## src/rtl/fmul_seq.sv

```systemverilog
// Sequential IEEE-754 single-precision multiplier: 24-cycle shift-add, 2-cycle normalise/round.
// Define FMUL_SPECIAL_EN to add NaN/infinity handling; otherwise exponent 255 is ordinary.
module fmul_seq #(
    parameter int N = 32
) (
    input  logic         clk,
    input  logic         rst,
    input  logic         in_valid,
    output logic         in_ready,
    input  logic [N-1:0] a,
    input  logic [N-1:0] b,
    output logic         out_valid,
    input  logic         out_ready,
    output logic [N-1:0] out,
    output logic         ovf,
    output logic         unf
);

    typedef enum logic [1:0] {IDLE, MUL, NORM, DONE} state_t;

    state_t             state, state_nx;
    logic [4:0]         cnt;
    logic               step;
    logic [47:0]        prod;
    logic [47:0]        mcand;
    logic [23:0]        mplier;
    logic               sign;
    logic               zero;
    logic signed [9:0]  exp;
    logic [22:0]        frac;
    logic               guard;
    logic               sticky;
`ifdef FMUL_SPECIAL_EN
    logic               nan;
    logic               inf;
`endif

    logic [7:0]         ea, eb;
    logic               rnd_up;
    logic [23:0]        sum;
    logic signed [9:0]  exp_f;
    logic               accept;

    assign ea        = a[30:23];
    assign eb        = b[30:23];
    assign in_ready  = (state == IDLE);
    assign out_valid = (state == DONE);
    assign accept    = in_valid && in_ready;

    // Round to nearest-even; carry into bit 23 means the mantissa wrapped to 1.0
    assign rnd_up = guard & (sticky | frac[0]);
    assign sum    = {1'b0, frac} + {23'b0, rnd_up};
    assign exp_f  = exp + $signed({9'b0, sum[23]});

    always_ff @(posedge clk or posedge rst) begin
        if (rst) state <= IDLE;
        else     state <= state_nx;
    end

    always_comb begin
        state_nx = state;
        unique case (state)
            IDLE: if (in_valid)        state_nx = MUL;
            MUL:  if (cnt == 5'd23)    state_nx = NORM;
            NORM: if (step)            state_nx = DONE;
            DONE: if (out_ready)       state_nx = IDLE;
            default:                   state_nx = IDLE;
        endcase
    end

    always_ff @(posedge clk or posedge rst) begin
        if (rst) begin
            cnt    <= '0;
            step   <= 1'b0;
            prod   <= '0;
            mcand  <= '0;
            mplier <= '0;
            sign   <= 1'b0;
            zero   <= 1'b0;
            exp    <= '0;
            frac   <= '0;
            guard  <= 1'b0;
            sticky <= 1'b0;
            out    <= '0;
            ovf    <= 1'b0;
            unf    <= 1'b0;
`ifdef FMUL_SPECIAL_EN
            nan    <= 1'b0;
            inf    <= 1'b0;
`endif
        end else begin
            unique case (state)
                IDLE: if (accept) begin
                    cnt    <= '0;
                    step   <= 1'b0;
                    prod   <= '0;
                    mcand  <= {24'b0, 1'b1, a[22:0]};
                    mplier <= {1'b1, b[22:0]};
                    sign   <= a[31] ^ b[31];
                    zero   <= (ea == 8'd0) || (eb == 8'd0);
                    exp    <= $signed({2'b0, ea}) + $signed({2'b0, eb}) - 10'sd127;
`ifdef FMUL_SPECIAL_EN
                    nan    <= ((&ea) && (|a[22:0])) || ((&eb) && (|b[22:0]))
                           || (((&ea) || (&eb)) && ((ea == 8'd0) || (eb == 8'd0)));
                    inf    <= (&ea) || (&eb);
`endif
                end
                MUL: begin
                    if (mplier[0]) prod <= prod + mcand;
                    mcand  <= mcand << 1;
                    mplier <= mplier >> 1;
                    cnt    <= cnt + 5'd1;
                end
                NORM: begin
                    step <= 1'b1;
                    if (!step) begin
                        if (prod[47]) begin
                            frac   <= prod[46:24];
                            guard  <= prod[23];
                            sticky <= |prod[22:0];
                            exp    <= exp + 10'sd1;
                        end else begin
                            frac   <= prod[45:23];
                            guard  <= prod[22];
                            sticky <= |prod[21:0];
                        end
                    end else begin
                        ovf <= 1'b0;
                        unf <= 1'b0;
`ifdef FMUL_SPECIAL_EN
                        if (nan)
                            out <= 32'h7FC0_0000;
                        else if (inf)
                            out <= {sign, 8'hFF, 23'h0};
                        else
`endif
                        if (zero) begin
                            out <= {sign, 31'h0};
                        end else if (exp_f >= 10'sd255) begin
                            out <= {sign, 8'hFF, 23'h0};
                            ovf <= 1'b1;
                        end else if (exp_f <= 10'sd0) begin
                            out <= {sign, 31'h0};
                            unf <= 1'b1;
                        end else begin
                            out <= {sign, exp_f[7:0], sum[22:0]};
                        end
                    end
                end
                DONE: ;
                default: ;
            endcase
        end
    end

endmodule

```

## config.mk

```make
export PLATFORM = sky130hd
export DESIGN_NAME = fmul_seq
export DESIGN_NICKNAME = d
export VERILOG_FILES = /design/src/rtl/fmul_seq.sv
export SDC_FILE = /design/constraint.sdc
export NUM_CORES = 1
export LEC_CHECK = 0
export CORE_ASPECT_RATIO = 2
export CORE_MARGIN = 4
export CORE_UTILIZATION = 35
export CTS_BUF_LIST = sky130_fd_sc_hd__clkbuf_8
export DETAILED_ROUTE_END_ITERATION = 12
export HOLD_SLACK_MARGIN = 0.12
export SLEW_MARGIN = 20
export SYNTH_ARGS = -nofsm -noshare
export SYNTH_HDL_FRONTEND = slang
export SYNTH_SLANG_ARGS = --single-unit
```

## constraint.sdc

```tcl
create_clock -name clk -period 9.7 [get_ports clk]
set_input_delay 1.455 -clock clk [delete_from_list [all_inputs] [get_ports clk]]
set_output_delay 1.455 -clock clk [all_outputs]
set_load 0.02 [all_outputs]
```

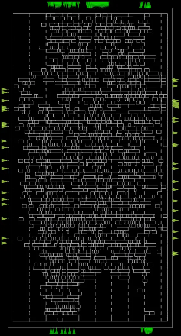
Run 1: cell placement
num rows: 95
number of fill cells: 3362
sequential portion of the cell area: 0.3638
FFs & Latches: 199
TAP cells: 436

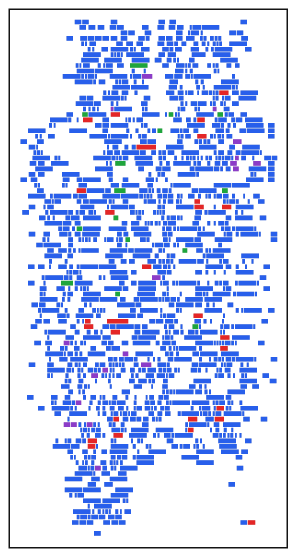
Run 1: drive-strength map
(2 px per um)
| size | colour | cells | share | most used |
|---|---|---|---|---|
| _2 cells | purple | 19 | 1.4% | a21oi_2 |
| _6 and larger | red | 28 | 2.1% | clkbuf_8 |
| _0 and _1 cells | blue | 1303 | 95% | nand2_1 |
| _3 and _4 cells | green | 15 | 1.1% | buf_4 |
worst setup margin: 5510 ps
layout overhead on the synthesized area: 15.28%
Non-clock buffers: 110

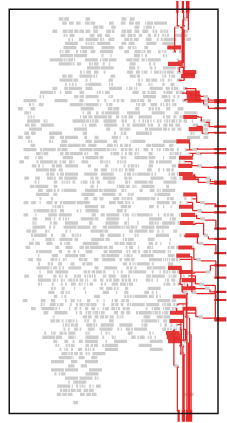
Run 1: I/O nets highlighted
(1.5 px per um)
| port | colour | bits | direction | edge | end cells | buffers | wire |
|---|---|---|---|---|---|---|---|
| out | red | 32 | output | 21 right, 7 bottom, 4 top | 32 | 32 | 1180 um |
Ports: 104
IO Port Bufs: 103

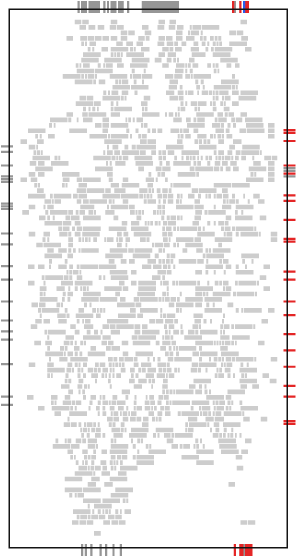
Run 1: pin map
(2 px per um) Pins as bars across the die edge, other pins in grey.
| port | colour | pins | direction | edge |
|---|---|---|---|---|
| out | red | 32 | output | 21 right, 7 bottom, 4 top |
| ovf | blue | 1 | output | top |
all pins by edge: 45 top, 24 right, 20 left, 15 bottom
Vert. Die Dim: 268.5 um
die width: 138.2 um

==> CHANGELOG.md, run 1 <==
### Changed

* Outcome: finished, final reports clean
* Setup violators final at 0
* DR WL/cell at ~16 um
* End of the worst hold path: out[21]
* Routed wire length at 29150 um
* Sink Count at 199
* Synth area leaders: dfrtp_1 (42%), ha_1 (7.7%), o21ai_0 (7.4%)
* Ys async rst share at 1.000
* Crit start category: flop
* Worst-case clock skew at 21.56 ps
* Core area at around 34000 sq um
* CTS resizes at 0
* First-pass GRT wire length at 47630 um
* Fraction of layout cells with a size suffix above 1 at 0.04542
* CTS tree: built
* Worst-Skew Late Latency at 510 ps
* Critical Path AT at 4600 ps
* Vias/cell at about 5.2
* Die area at 37110 sq um
* Unique cell types at 70
* All-Layer GR Usage at 0.1568
* Hold Path Stages at 2
* Pin count of the biggest net entering global routing at roughly 130
* Syn_nets at between 1000 and 1500
-- run 1: sequential cells by signal (all words and copies together), names as in the netlist --
name,flops
unf,1
frac,23
guard,1
mcand,48
ovf,1
step,1
state,2
mplier,24
prod,48
zero,1
out,32
sign,1
sticky,1
exp,10
cnt,5
-- run 1: power by group --
| group | internal [W] | leakage (nW) | switching [W] | total, W |
|---|---|---|---|---|
| combinational | 0.000650 | 3.07 | 0.000992 | 0.00164 |
| sequential | 0.00108 | 2.63 | 0.000236 | 0.00131 |
| clock | 0.000215 | 0.203 | 0.000328 | 0.000543 |
| total | 0.00194 | 5.90 | 0.00156 | 0.00350 |
-- run 1: placed cells by master, fill, tap and decap left out, types with 33 or more instances in the layout --
cell,count
a21oi_1,74
clkdlybuf4s50_1,103
dfrtp_1,199
ha_1,71
inv_1,33
mux2i_1,73
nand2_1,205
nand3_1,34
nor2_1,40
o21ai_0,176
xnor2_1,42
xor2_1,40
-- run 1: final cells by class --
cell class	count	area, sq um	share of cell area
antenna	1	2.502	0.0001828
clock inverter	15	158.9	0.01161
multi-input combinational	990	6529	0.4770
clock buffer	17	234.0	0.01709
tap	436	545.5	0.03985
timing repair buffer	110	1104	0.08062
inverter	34	135.1	0.009872
sequential	199	4980	0.3638
-- run 1: worst max-delay path by stage --
stage                     startpoint       end  cells past startpoint
after CTS                    frac[0]    out[7]                     15
after floorplan                  rst    cnt[0]                      1
after global routing         frac[0]    out[6]                     16
final                        frac[0]    out[7]                     15
after detailed placement    in_valid  prod[46]                      6
after global placement      in_valid  prod[46]                      6
-- run 1: per-stage QoR --
step	hold slack (ps)	util	setup WS, ps	total power [W]	cell area [sq um]
after CTS	496.4	0.4072	5412	0.003520	13650
after global placement	461.3	0.3954	5370	0.002936	13260
after detailed placement	469.9	0.3954	5282	0.002970	13260
after global routing	514.9	0.4084	4998	0.003789	13690
final	486.1	0.4084	5510	0.003497	13690
after floorplan	446.0	-	2819	0.002499	11870
-- run 1: logic make-up after synthesis --
kind of cell / Yosys count / share of synthesized area
buf+inv: 101 / 0.03361
flops: 199 / 0.4194
mux: 74 / 0.06249
simple gates: 363 / 0.1379
compound gates: 396 / 0.2058
fa+ha+maj: 75 / 0.08030
xor+xnor: 82 / 0.06048
-- run 1: critical path: stages (launching register included) --
cell and delay [ps]:
dfrtp_1 380, o21a_1 130, ha_1 160, nand3_1 110, nor2_1 280, nand2_1 140, nor2_1 400, and4_1 320
ha_1 160, nand3_1 130, or3_1 360, xor2_1 180, a41oi_1 260, nor3b_2 470, o21ai_2 340, o21ai_0 270
-- run 1: per-layer routing --
metal | global-route usage | vias up | wire (um)
met5 | 0 | - | 0
li1 | - | 4743 | -
met1 | 0.1618 | 4478 | 11050
met2 | 0.3149 | 137 | 16760
met3 | 0.02360 | 38 | 610
met4 | 0.05827 | 0 | 722
==> run 2: changes to the inputs <==
==> constraint.sdc (replaced) <==
create_clock -name clk -period 3.85 [get_ports clk]
set_input_delay 0.5775 -clock clk [delete_from_list [all_inputs] [get_ports clk]]
set_output_delay 0.5775 -clock clk [all_outputs]
set_load 0.02 [all_outputs]
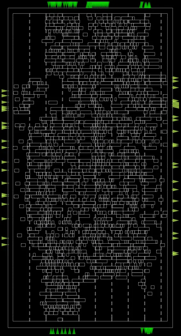
Run 2: cell placement
number of fill cells: 3380
sequential portion of the cell area: 0.3583

==> run 2 against run 1 <==
  * Sequential power rose to 2.5 times the previous value
  * Clock skew shrank 5.9 ps
  * Critical path depth rose by 3
  * Synthesized cell count unchanged
  * Flip-flop count unchanged
  * Largest power group unchanged
  * Die size is the same
  * Clock power rose to 2.6 times the previous value
==> CHANGELOG.md, run 2 <==
### Changed

* Worst-case clock skew at ~16 ps
* Switching Fraction at 0.4403
* IO Port Bufs at 103
* Worst-path cell chain: o21a_1, ha_1, nand3_1, nor2_1, nand2_1, nor2_2, and4_1, ha_1, ha_1, xor2_1, or3_1, nor3_1, a41oi_2, nor3b_4, buf_4, o21ai_4, buf_12, o21ai_0
* Hold Path Stages at 2
* Ys async rst share at 1.000
* Final std cell area, no fill at 13900 sq um
* CTS tree: built
* Slowest-stage cell, CP: dfrtp_1
* Worst path max stage delay at just under 400 ps
* Worst setup margin at 282.3 ps
* All-Layer GR Usage at 0.1578
* Ports at 104
* Die width at around 140 um
* Unique cell types at 70
* End of the worst hold path: out[18]
* Num rows at 95
* Most frequent cells in the layout: nand2_1 (205), dfrtp_1 (199), o21ai_0 (176)
* First-pass GRT wire length at 48270 um
* Comb pwr share at 0.472
* Critical Path AT at 3960 ps
* Outcome: finished, final reports clean
* Synth area leaders: dfrtp_1 (42%), ha_1 (7.7%), o21ai_0 (7.4%)
* Core area at 33520 sq um
* Worst-Skew Late Latency at 520 ps
* Sink Count at 199
* P_sw at 0.003932 W
-- run 2: cell counts after synthesis --
No cell type changed its count.
-- run 2: logic make-up after synthesis --
| group | synth area share |
|---|---|
| fa+ha+maj | 0.08030 |
| flops | 0.4194 |
| xor+xnor | 0.06048 |
| simple gates | 0.1379 |
| mux | 0.06249 |
| buf+inv | 0.03361 |
| compound gates | 0.2058 |
-- run 2: per-layer routing --
metal	part of all wire	track usage	up-vias
met4	0.044	0.07698	0
met1	0.37	0.1577	4572
li1	-	-	4771
met2	0.57	0.3168	159
met3	0.021	0.01988	60
met5	0	0	-
-- run 2: area by class of cell --
cell class	count	area, sq um
antenna	1	2.502
clock buffer	18	247.7
clock inverter	14	161.4
fill	3380	19620
inverter	34	131.4
multi-input combinational	991	6570
sequential	199	4980
tap	436	545.5
timing repair buffer	127	1261
-- run 2: power by group through the flow --
stage          logic, W  clock network, W  registers [W]
2_1_floorplan   0.00309                 0        0.00321
3_3_place_gp    0.00413                 0        0.00333
3_5_place_dp    0.00419                 0        0.00336
4_1_cts         0.00422           0.00146        0.00331
5_1_grt         0.00475           0.00153        0.00340
6_report        0.00422           0.00141        0.00330
-- run 2: per-stage QoR --
step	total power (W)	TNS [ps]	util	instances
5_1_grt	0.009678	-84.75	0.4147	1820
4_1_cts	0.008988	0	0.4119	1814
6_report	0.008932	0	0.4147	1820
3_3_place_gp	0.007462	0	0.3993	1782
3_5_place_dp	0.007545	-1827	0.3993	1782
2_1_floorplan	0.006295	0	-	1290
-- run 2: worst max path at each step --
stage / start / endpoint / cells after the start
floorplan: frac[0] / out[10] / 16
global placement: frac[0] / out[12] / 16
detailed placement: frac[0] / out[10] / 16
CTS: frac[0] / out[10] / 16
global route: frac[0] / out[19] / 18
finish: frac[0] / out[10] / 18
-- run 2: critical path: cells and delay by family (launching register included) --
kind	cells	cell delay [ps]
compound gates	4	470
fa+ha+maj	3	550
simple gates	8	1620
buf+inv	2	300
xor+xnor	1	100
flops	1	390
-- run 2: timing repair --
action	in CTS	in global routing
gates cloned	0	1
pin swaps	0	2
buffers inserted	0	4
setup endpoints to repair	23	28
gates resized	2	7
Power is estimated from default activity; no workload was simulated.
